<file path="src/rtl/core_pkg.sv">
// rtl/core_pkg.sv - shared RV32I core constants
// Purpose: data width, RV32I major opcodes used by fetch, decode and
// immediate generation, and the canonical NOP (addi x0, x0, 0).
// Ports: none (package).
package core_pkg;

   localparam int XLEN = 32;

   localparam logic [6:0] OPC_OP_IMM = 7'b001_0011;
   localparam logic [6:0] OPC_LOAD   = 7'b000_0011;
   localparam logic [6:0] OPC_STORE  = 7'b010_0011;
   localparam logic [6:0] OPC_BRANCH = 7'b110_0011;

   localparam logic [31:0] NOP_INSTR = {12'h000, 5'd0, 3'b000, 5'd0, OPC_OP_IMM};

endpackage

</file>
<file path="src/rtl/fetch_fifo.sv">
// rtl/fetch_fifo.sv - synchronous FIFO holding fetched {pc, instr} pairs
// Purpose: small power-of-two deep buffer between instruction memory and decode.
// Ports:
//   clk_i, rst_i          clock, asynchronous active-high reset
//   clear_i               drop all entries (wins over push/pop)
//   push_i, push_data_i   write one entry
//   pop_i                 remove the head entry
//   head_o                head entry (stale when empty; caller masks it)
//   count_o               number of stored entries, 0..DEPTH
module fetch_fifo #(
   parameter int DEPTH = 2,
   parameter int WIDTH = 64
) (
   input  logic                     clk_i,
   input  logic                     rst_i,
   input  logic                     clear_i,
   input  logic                     push_i,
   input  logic [WIDTH-1:0]         push_data_i,
   input  logic                     pop_i,
   output logic [WIDTH-1:0]         head_o,
   output logic [$clog2(DEPTH):0]   count_o
);

   localparam int AW = $clog2(DEPTH);

   logic [WIDTH-1:0] mem [DEPTH];
   logic [AW-1:0]    rd_ptr;
   logic [AW-1:0]    wr_ptr;
   logic [AW:0]      count;

   assign head_o  = mem[rd_ptr];
   assign count_o = count;

   // DEPTH is a power of two, so the pointers wrap by plain overflow.
   always_ff @(posedge clk_i or posedge rst_i) begin
      if (rst_i) begin
         rd_ptr <= '0;
         wr_ptr <= '0;
         count  <= '0;
      end else if (clear_i) begin
         rd_ptr <= '0;
         wr_ptr <= '0;
         count  <= '0;
      end else begin
         if (push_i) wr_ptr <= wr_ptr + AW'(1);
         if (pop_i)  rd_ptr <= rd_ptr + AW'(1);
         case ({push_i, pop_i})
            2'b10:   count <= count + (AW+1)'(1);
            2'b01:   count <= count - (AW+1)'(1);
            default: count <= count;
         endcase
      end
   end

   // Storage needs no reset; emptiness is tracked by count.
   always_ff @(posedge clk_i) begin
      if (push_i && !clear_i) mem[wr_ptr] <= push_data_i;
   end

endmodule

</file>
<file path="src/rtl/if_stage.sv">
// rtl/if_stage.sv - RV32I instruction fetch stage
// Purpose: owns the PC, issues in-order word fetches under a credit limit,
// buffers responses in fetch_fifo and presents them to decode. A redirect
// clears the buffer and marks every outstanding response for discard.
// Optional macro IF_BYPASS_EN: a response arriving while the buffer is empty
// goes straight to decode in the same cycle.
// Ports:
//   clk_i, rst_i                         clock, asynchronous active-high reset
//   imem_req_o, imem_addr_o, imem_gnt_i  fetch request handshake
//   imem_rvalid_i, imem_rdata_i          in-order fetch responses
//   redirect_i, redirect_pc_i            taken branch / PC redirect
//   id_valid_o, id_ready_i               decode handshake
//   id_instr_o, id_pc_o                  instruction and its address
module if_stage
   import core_pkg::*;
#(
   parameter logic [31:0] RESET_PC  = 32'h0000_0000,
   parameter int          BUF_DEPTH = 2
) (
   input  logic            clk_i,
   input  logic            rst_i,
   output logic            imem_req_o,
   output logic [XLEN-1:0] imem_addr_o,
   input  logic            imem_gnt_i,
   input  logic            imem_rvalid_i,
   input  logic [XLEN-1:0] imem_rdata_i,
   input  logic            redirect_i,
   input  logic [XLEN-1:0] redirect_pc_i,
   output logic            id_valid_o,
   input  logic            id_ready_i,
   output logic [XLEN-1:0] id_instr_o,
   output logic [XLEN-1:0] id_pc_o
);

   localparam int CW = $clog2(BUF_DEPTH) + 1;
   localparam int SW = CW + 2;

   logic [XLEN-1:0]   pc;
   logic [CW-1:0]     inflight;
   logic [CW-1:0]     drop;
   logic [CW-1:0]     fifo_count;
   logic [2*XLEN-1:0] fifo_head;
   logic [XLEN-1:0]   resp_pc;
   logic [SW-1:0]     credit_used;
   logic              fifo_empty;
   logic              fifo_push;
   logic              fifo_pop;
   logic              grant;
   logic              resp_keep;
   logic              resp_drop;

   assign fifo_empty = (fifo_count == '0);
   assign resp_drop  = imem_rvalid_i && (drop != '0);
   assign resp_keep  = imem_rvalid_i && (drop == '0);

   // Kept requests since the last redirect are consecutive words, so the
   // oldest one answering now sits inflight words behind the PC.
   assign resp_pc = pc - (XLEN'(inflight) << 2);

   assign fifo_pop = id_valid_o && id_ready_i && !fifo_empty;

   // Every outstanding or buffered word holds a slot; a word leaving to
   // decode this cycle frees its slot for a new request.
   assign credit_used = SW'(inflight) + SW'(drop) + SW'(fifo_count) - SW'(fifo_pop);

   assign imem_req_o  = !rst_i && !redirect_i && (credit_used < SW'(BUF_DEPTH));
   assign imem_addr_o = pc;
   assign grant       = imem_req_o && imem_gnt_i;

`ifdef IF_BYPASS_EN
   logic bypass;

   assign bypass    = resp_keep && fifo_empty && !redirect_i;
   assign fifo_push = resp_keep && !redirect_i && !(bypass && id_ready_i);

   always_comb begin
      id_valid_o = 1'b0;
      id_instr_o = NOP_INSTR;
      id_pc_o    = '0;
      if (!fifo_empty) begin
         id_valid_o = !redirect_i;
         id_instr_o = fifo_head[XLEN-1:0];
         id_pc_o    = fifo_head[2*XLEN-1:XLEN];
      end else if (bypass) begin
         id_valid_o = 1'b1;
         id_instr_o = imem_rdata_i;
         id_pc_o    = resp_pc;
      end
   end
`else
   assign fifo_push = resp_keep && !redirect_i;

   always_comb begin
      id_valid_o = 1'b0;
      id_instr_o = NOP_INSTR;
      id_pc_o    = '0;
      if (!fifo_empty) begin
         id_valid_o = !redirect_i;
         id_instr_o = fifo_head[XLEN-1:0];
         id_pc_o    = fifo_head[2*XLEN-1:XLEN];
      end
   end
`endif

   always_ff @(posedge clk_i or posedge rst_i) begin
      if (rst_i) begin
         pc       <= RESET_PC;
         inflight <= '0;
         drop     <= '0;
      end else if (redirect_i) begin
         pc       <= {redirect_pc_i[XLEN-1:2], 2'b00};
         inflight <= '0;
         // Everything still outstanding after this cycle is wrong-path;
         // a response arriving now is discarded too.
         drop     <= drop + inflight - CW'(imem_rvalid_i);
      end else begin
         if (grant) pc <= pc + 32'd4;
         inflight <= inflight + CW'(grant) - CW'(resp_keep);
         drop     <= drop - CW'(resp_drop);
      end
   end

   fetch_fifo #(
      .DEPTH (BUF_DEPTH),
      .WIDTH (2*XLEN)
   ) u_fifo (
      .clk_i       (clk_i),
      .rst_i       (rst_i),
      .clear_i     (redirect_i),
      .push_i      (fifo_push),
      .push_data_i ({resp_pc, imem_rdata_i}),
      .pop_i       (fifo_pop),
      .head_o      (fifo_head),
      .count_o     (fifo_count)
   );

endmodule

</file>
<file path="config.mk">
export PLATFORM = sky130hd
export DESIGN_NAME = if_stage
export DESIGN_NICKNAME = d
export VERILOG_FILES = /design/src/rtl/core_pkg.sv /design/src/rtl/fetch_fifo.sv /design/src/rtl/if_stage.sv
export SDC_FILE = /design/constraint.sdc
export NUM_CORES = 1
export LEC_CHECK = 0
export CAP_MARGIN = 40
export CORE_AREA = 2 2 144 202
export DETAILED_ROUTE_END_ITERATION = 16
export DIE_AREA = 0 0 146 204
export GPL_TIMING_DRIVEN = 0
export HOLD_SLACK_MARGIN = 0.12
export PLACE_DENSITY = 0.61
export SETUP_SLACK_MARGIN = 0.3
export SKIP_CTS_REPAIR_TIMING = 1
export SKIP_LAST_GASP = 1
export SLEW_MARGIN = 0
export SYNTH_ARGS = -nofsm -noshare
export SYNTH_HDL_FRONTEND = slang
export SYNTH_HIERARCHICAL = 1
export SYNTH_SLANG_ARGS = --single-unit
</file>
<file path="constraint.sdc">
create_clock -name clk_i -period 16.5 [get_ports clk_i]
set_clock_uncertainty 0.15 [all_clocks]
set_input_delay 3.3 -clock clk_i [delete_from_list [all_inputs] [get_ports clk_i]]
set_output_delay 3.3 -clock clk_i [all_outputs]
set_load 0.01 [all_outputs]
</file>
Fig. 1: run 1, met1 routing
Drawn at 2 px/um. Supply wires on this layer in grey. Cells faint in the background.
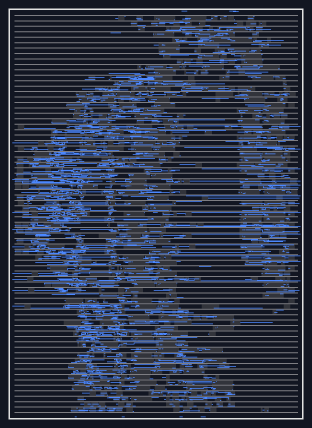
longest straight run = 64.4 um
nets with wire on the layer = 847
main direction = horizontal
wire length on this layer = 8130 um
final routed wirelength across all metal layers: 19690 um
GR met1 Demand/Resource: 0.1573

Fig. 2: run 1, the metal 2 layer
Drawn at 2 px/um.
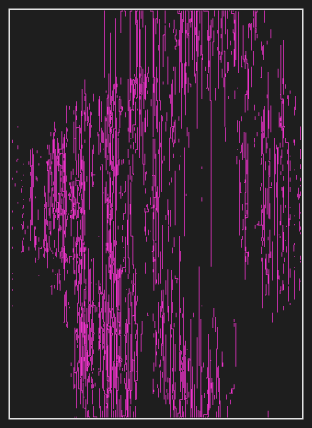
nets with wire on the layer = 751
longest straight run = 83.0 um
main direction = vertical
wire length on this layer = 10500 um
met2 track demand over resource: 0.2428
via count of the routed design: 5448

==> flow_summary.yaml, run 1 <==
# yosys + openroad results
layout:
  layout.cells.largest_class: "sequential cells"
  nets: 925
  multi_input_gate_count: 420
  largest_register: "u_fifo/mem"
  clockBufferCount: 19
  final.fill_count: 2742
  layout-drive-gt1-share: 0.1528
  layout.area.seq_sq_mm: 0.004795
  fraction_of_cell_area_in_non_clock_buffers: 0.1770
  comb-cell-share: 0.2909
  finish.utilization: 0.3953
  nNonClkBuffers: 216
  sh_seq_area: 0.4312
  final-clk-cell-share: 0.05232
clock_network:
  clock_latency_ns: 0.43
die:
  num_rows: 73
  core_area_sq_mm: 0.02813
  top_level_ports: 168
  chipWidth_um: 146
  die_area_sq_mm: 0.02978
place:
  preCtsSetupSlack_ns: 5.406
  gpl.final_weighted_congestion: 0.8219
grt:
  top_usage_layer: "met2"
  antenna_found_initial: 0
  globalRouteOverflowTotal: 0
  groute.usage.overall: 0.1337
  global_route_wire_length_before_repair_um: 30610
yosys:
  aoi_share: 0.03406
  yosys.area.top_type: "edfxtp_1"
  most_common_cell_in_the_netlist: "edfxtp_1"
  synthAdderAreaFrac: 0.02532
  cell_types_occupying_the_most_area_after_synthesis: "edfxtp_1, dfrtp_1, mux2_4"
  syn_area_per_cell_sq_um: 12.91
  yosys_area_sq_mm: 0.008302
  netlist_area_sq_mm: 0.008302
flow_run:
  tool_warnings: 28
setup_path:
  critical_path_depth: 13
  r2r_end: "inflight[1]"
  crit_path_start_kind: "input pin"
  worst_setup_path_end_kind: "output pin"
  startpoint: "redirect_i"
  setup.reg_to_reg.worst_slack_ns: 11.56
  timing.critical_path.cells: "clkdlybuf4s50_1 -> clkbuf_1 -> nor2_1 -> and2_1 -> ha_1 -> inv_1 -> ha_1 -> a21o_1 -> ha_1 -> fa_1 -> or4_4 -> nor2_1 -> clkdlybuf4s50_1"
  criticalPathCategory: "in2out"
  buf_inv_stages_crit_path: 4
  timing.critical_path.to: "imem_req_o"
outcome:
  status: "complete, no violations"
pwr:
  power.combinational.total_w: 0.000289
  top_pwr_grp: "registers"
  power.share.clock: 0.336
  seq_power_share: 0.420
  p_leak_nw: 3.997
drt:
  detailroute.wirelength.met3_um: 691
  average_wire_length_per_cell_after_detail_routing_um: 16.06
  dr.max_layer_used: "met4"
  wl_met2_um: 10520
  dr.first_iter.drc_count: 178
worst_hold_path:
  hold_depth: 2
  min_from: "u_fifo/wr_ptr"
  worst_hold_path_type: "reg2reg"
final_timing:
  setup-violations-final: 0
  max_slew_headroom: 0.4130
  slew_viol_final: 0
  final_hold_violations: 0
  max_clock_freq_mhz: 90.27
Fig. 3: run 1, M3 wires
Drawn at 3 px/um. Cells faint in the background.
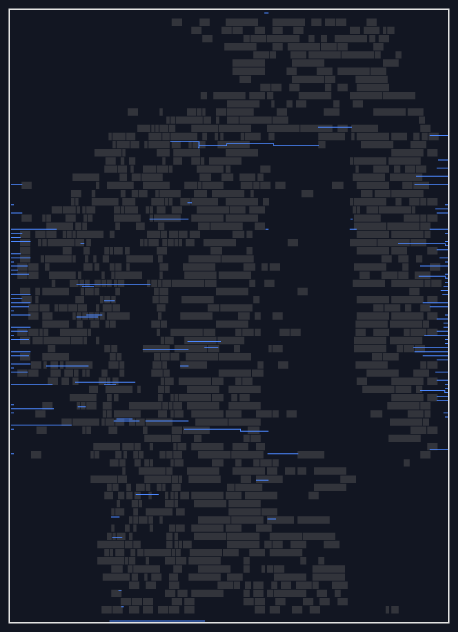
longest straight run = 31.5 um
share of all routed wire = 3.5%
met3 GRT Util: 0.02567

## Run 2: what changed since run 1
--- a/config.mk
+++ b/config.mk
@@ -11,7 +11,7 @@
 export DIE_AREA = 0 0 146 204
 export GPL_TIMING_DRIVEN = 0
 export HOLD_SLACK_MARGIN = 0.12
-export PLACE_DENSITY = 0.61
+export PLACE_DENSITY = 0.63
 export SETUP_SLACK_MARGIN = 0.3
 export SKIP_CTS_REPAIR_TIMING = 1
 export SKIP_LAST_GASP = 1
==> constraint.sdc (replaced) <==
create_clock -name clk_i -period 9.1 [get_ports clk_i]
set_clock_uncertainty 0.15 [all_clocks]
set_input_delay 1.82 -clock clk_i [delete_from_list [all_inputs] [get_ports clk_i]]
set_output_delay 1.82 -clock clk_i [all_outputs]
set_load 0.01 [all_outputs]
==> run 2 against run 1 <==
  * Area after synthesis did not move
  * Clock power rose by 86%
  * Largest cell class unchanged
  * Sequential share of layout area fell by 0.077 points
  * Cell area rose by 0.18%
  * Total power rose by 83%
  * Die area did not move
  * Via count barely moved
  * Cell count rose by 0.16%
  * Largest power group unchanged
  * First-iteration DRC count rose by 29%
  * Setup slack got worse by 4.5 ns
==> flow_summary.yaml, run 2 <==
# yosys + openroad results
setup_path:
  crit_path_start_kind: "input pin"
  criticalPathCategory: "in2out"
  startpoint: "redirect_i"
  critical_path_depth: 13
  timing.critical_path.cells: "clkdlybuf4s50_1 -> clkbuf_1 -> nor2_1 -> and2_1 -> ha_1 -> inv_1 -> ha_1 -> a21o_1 -> ha_1 -> fa_1 -> or4_4 -> nor2_1 -> clkdlybuf4s50_1"
  r2r_end: "inflight[0]"
  worst_setup_path_end_kind: "output pin"
  critical_path_peak_fanout: 10
  setup.reg_to_reg.worst_slack_ns: 4.15
  timing.critical_path.to: "imem_req_o"
layout:
  largest_register: "u_fifo/mem"
  finish.utilization: 0.3960
  final-clk-cell-share: 0.05470
  inverters_excl_clock: 19
  nNonClkBuffers: 216
  clockBufferCount: 21
  comb-cell-share: 0.2904
  layout.cells.largest_class: "sequential cells"
  sh_seq_area: 0.4304
  layout-drive-gt1-share: 0.1547
  layout.area.seq_sq_mm: 0.004795
  finalNonFillerCells: 1228
  final.fill_count: 2750
  multi_input_gate_count: 420
  fraction_of_cell_area_in_non_clock_buffers: 0.1760
yosys:
  yosys_area_sq_mm: 0.008302
  most_common_cell_in_the_netlist: "edfxtp_1"
  aoi_share: 0.03406
  syn_area_per_cell_sq_um: 12.91
  synthAdderAreaFrac: 0.02532
  cell_types_occupying_the_most_area_after_synthesis: "edfxtp_1, dfrtp_1, mux2_4"
  yosys.area.top_type: "edfxtp_1"
drt:
  wl_met1_um: 7946
  dr.first_iter.drc_count: 230
  dr.max_layer_used: "met4"
  wl_met2_um: 10460
  detailroute.wirelength.met3_um: 761
  average_wire_length_per_cell_after_detail_routing_um: 16.19
worst_hold_path:
  hold_depth: 2
  min_from: "u_fifo/wr_ptr"
grt:
  global_route_wire_length_before_repair_um: 30710
  antenna_found_initial: 0
  top_usage_layer: "met2"
  use_met2: 0.2449
  groute.usage.overall: 0.1351
  globalRouteOverflowTotal: 0
  global_route.usage.met1: 0.1510
  use_met3: 0.02768
final_timing:
  setup-violations-final: 0
  slew_viol_final: 0
  max_clock_freq_mhz: 123.0
  final_hold_violations: 0
clock_network:
  tritoncts.num_buffers: 17
  clock_latency_ns: 0.43
place:
  gpl.final_weighted_congestion: 0.8383
die:
  chipWidth_um: 146
  num_rows: 73
  top_level_ports: 168
  die_area_sq_mm: 0.02978
  core_area_sq_mm: 0.02813
pwr:
  power.share.clock: 0.341
  top_pwr_grp: "registers"
  p_leak_nw: 4.013
  power.combinational.total_w: 0.000526
outcome:
  status: "complete, no violations"
flow_run:
  tool_warnings: 28
Fig. 4: run 2, the metal 2 layer
Drawn at 2 px/um.
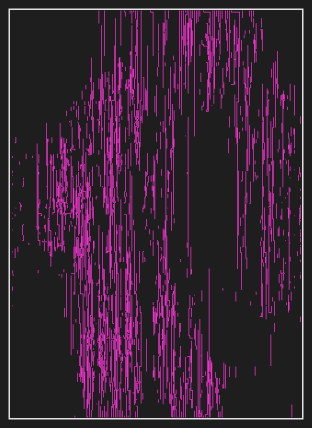
longest straight run = 85.3 um
main direction = vertical

Fig. 5: run 2, M4 wires
Drawn at 2 px/um. Supply wires on this layer in grey. Cells faint in the background.
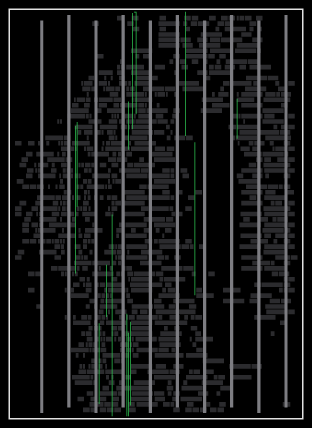
share of all routed wire = 3.6%
wire length on this layer = 707 um
nets with wire on the layer = 11
main direction = vertical
longest straight run = 101 um
via count of the routed design: 5453
final routed wirelength across all metal layers: 19880 um

## Run 3: what changed since run 2
--- a/config.mk
+++ b/config.mk
@@ -5,6 +5,7 @@
 export SDC_FILE = /design/constraint.sdc
 export NUM_CORES = 1
 export LEC_CHECK = 0
+export ABC_CLOCK_PERIOD_IN_PS = 9100
 export CAP_MARGIN = 40
 export CORE_AREA = 2 2 144 202
 export DETAILED_ROUTE_END_ITERATION = 16
==> run 3 against run 2 <==
  * Non-clock buffer count stayed put
  * Combinational power hardly changed
  * Global-route usage stayed put
  * Cell count stayed put
  * Area after synthesis stayed put
  * Sequential cell count stayed put
  * Critical path depth stayed put
  * Routed wire length stayed put
  * Largest power group unchanged
==> flow_summary.yaml, run 3 <==
# yosys + openroad results
outcome:
  status: "complete, no violations"
final_timing:
  setup-violations-final: 0
  max_slew_headroom: 0.4373
  final_hold_violations: 0
  slew_viol_final: 0
  period_used_share: 0.8933
  max_clock_freq_mhz: 123.0
  setup_repair_after_global_routing_missed_its_margin: "false"
yosys:
  aoi_share: 0.03406
  post_synth_tally_of_flip_flops_with_integrated_enable: 128
  syn_area_per_cell_sq_um: 12.91
  synth.lib_cells_used.distinct: 54
  cell_types_occupying_the_most_area_after_synthesis: "edfxtp_1, dfrtp_1, mux2_4"
  yosys_area_sq_mm: 0.008302
  synthAdderAreaFrac: 0.02532
  synth_cells: 643
  yosys.area.top_type: "edfxtp_1"
  most_common_cell_in_the_netlist: "edfxtp_1"
  ys_async_sr_fraction: 0.2289
  synth-simple-area-share: 0.1573
  netlist_area_sq_mm: 0.008302
layout:
  comb-cell-share: 0.2904
  sequential_cell_total: 166
  sh_seq_area: 0.4304
  layout.cells.largest_class: "sequential cells"
  layout.area.seq_sq_mm: 0.004795
  layout-drive-gt1-share: 0.1547
  final.fill_count: 2750
  multi_input_gate_count: 420
  fraction_of_cell_area_in_non_clock_buffers: 0.1760
  largest_reg_flops: 128
  inverters_excl_clock: 19
  nNonClkBuffers: 216
  finalNonFillerCells: 1228
  nets: 925
  largest_register: "u_fifo/mem"
  final-clk-cell-share: 0.05470
  clockBufferCount: 21
  finish.utilization: 0.3960
clock_network:
  clock_latency_ns: 0.43
  tritoncts.num_buffers: 17
setup_path:
  crit_path_start_kind: "input pin"
  critical_path_peak_fanout: 10
  worst_setup_path_end_kind: "output pin"
  r2r_end: "inflight[0]"
  rr_worst_depth: 18
  buf_inv_stages_crit_path: 4
  startpoint: "redirect_i"
  setup.reg_to_reg.worst_slack_ns: 4.15
  critical_path_depth: 13
  timing.critical_path.cells: "clkdlybuf4s50_1 -> clkbuf_1 -> nor2_1 -> and2_1 -> ha_1 -> inv_1 -> ha_1 -> a21o_1 -> ha_1 -> fa_1 -> or4_4 -> nor2_1 -> clkdlybuf4s50_1"
  timing.critical_path.to: "imem_req_o"
  criticalPathCategory: "in2out"
grt:
  globalRouteOverflowTotal: 0
  antenna_found_initial: 0
  number_of_global_route_vias_before_repair: 5568
  use_met2: 0.2449
  groute.usage.overall: 0.1351
  global_route_wire_length_before_repair_um: 30710
  use_met3: 0.02768
  top_usage_layer: "met2"
pwr:
  power.combinational.total_w: 0.000526
  power.switching_fraction: 0.2717
  seq_power_share: 0.416
  seq-power_w: 0.000901
  power.share.clock: 0.341
  top_pwr_grp: "registers"
  p_leak_nw: 4.013
worst_hold_path:
  worst_hold_path_type: "reg2reg"
  hold_critical_path_endpoint: "u_fifo/wr_ptr"
  min_from: "u_fifo/wr_ptr"
  hold_depth: 2
drt:
  dr.max_layer_used: "met4"
  wl_met2_um: 10460
  detailroute.wirelength.met3_um: 761
  drt_drc_violations_left: 0
  vias: 5453
  wl_met1_um: 7946
  average_wire_length_per_cell_after_detail_routing_um: 16.19
  drt-total-wl_um: 19880
  dr.first_iter.drc_count: 230
die:
  core_area_sq_mm: 0.02813
  die_area_sq_mm: 0.02978
  chipWidth_um: 146
  top_level_ports: 168
  num_rows: 73
  num_tap_cells: 375
place:
  gpl.final_weighted_congestion: 0.8383
  preCtsSetupSlack_ns: 0.9706
flow_run:
  tool_warnings: 28
Fig. 6: run 3, M4 wires
Drawn at 2 px/um. Supply wires on this layer in grey. Cells faint in the background.
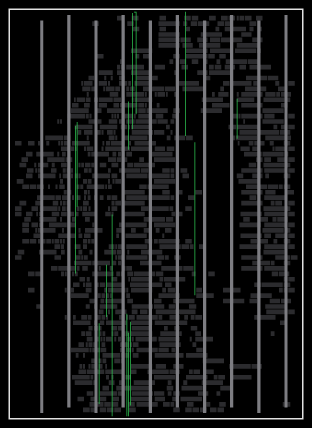
share of all routed wire = 3.6%
longest straight run = 101 um
wire length on this layer = 707 um

Fig. 7: run 3, met1 routing
Drawn at 2 px/um. Supply wires on this layer in grey. Cells faint in the background.
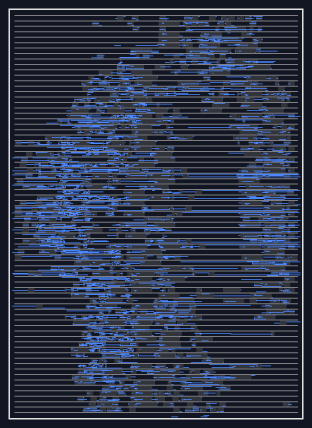
main direction = horizontal
nets with wire on the layer = 852
GR met1 Demand/Resource: 0.1510

Power is estimated from default activity; no workload was simulated.
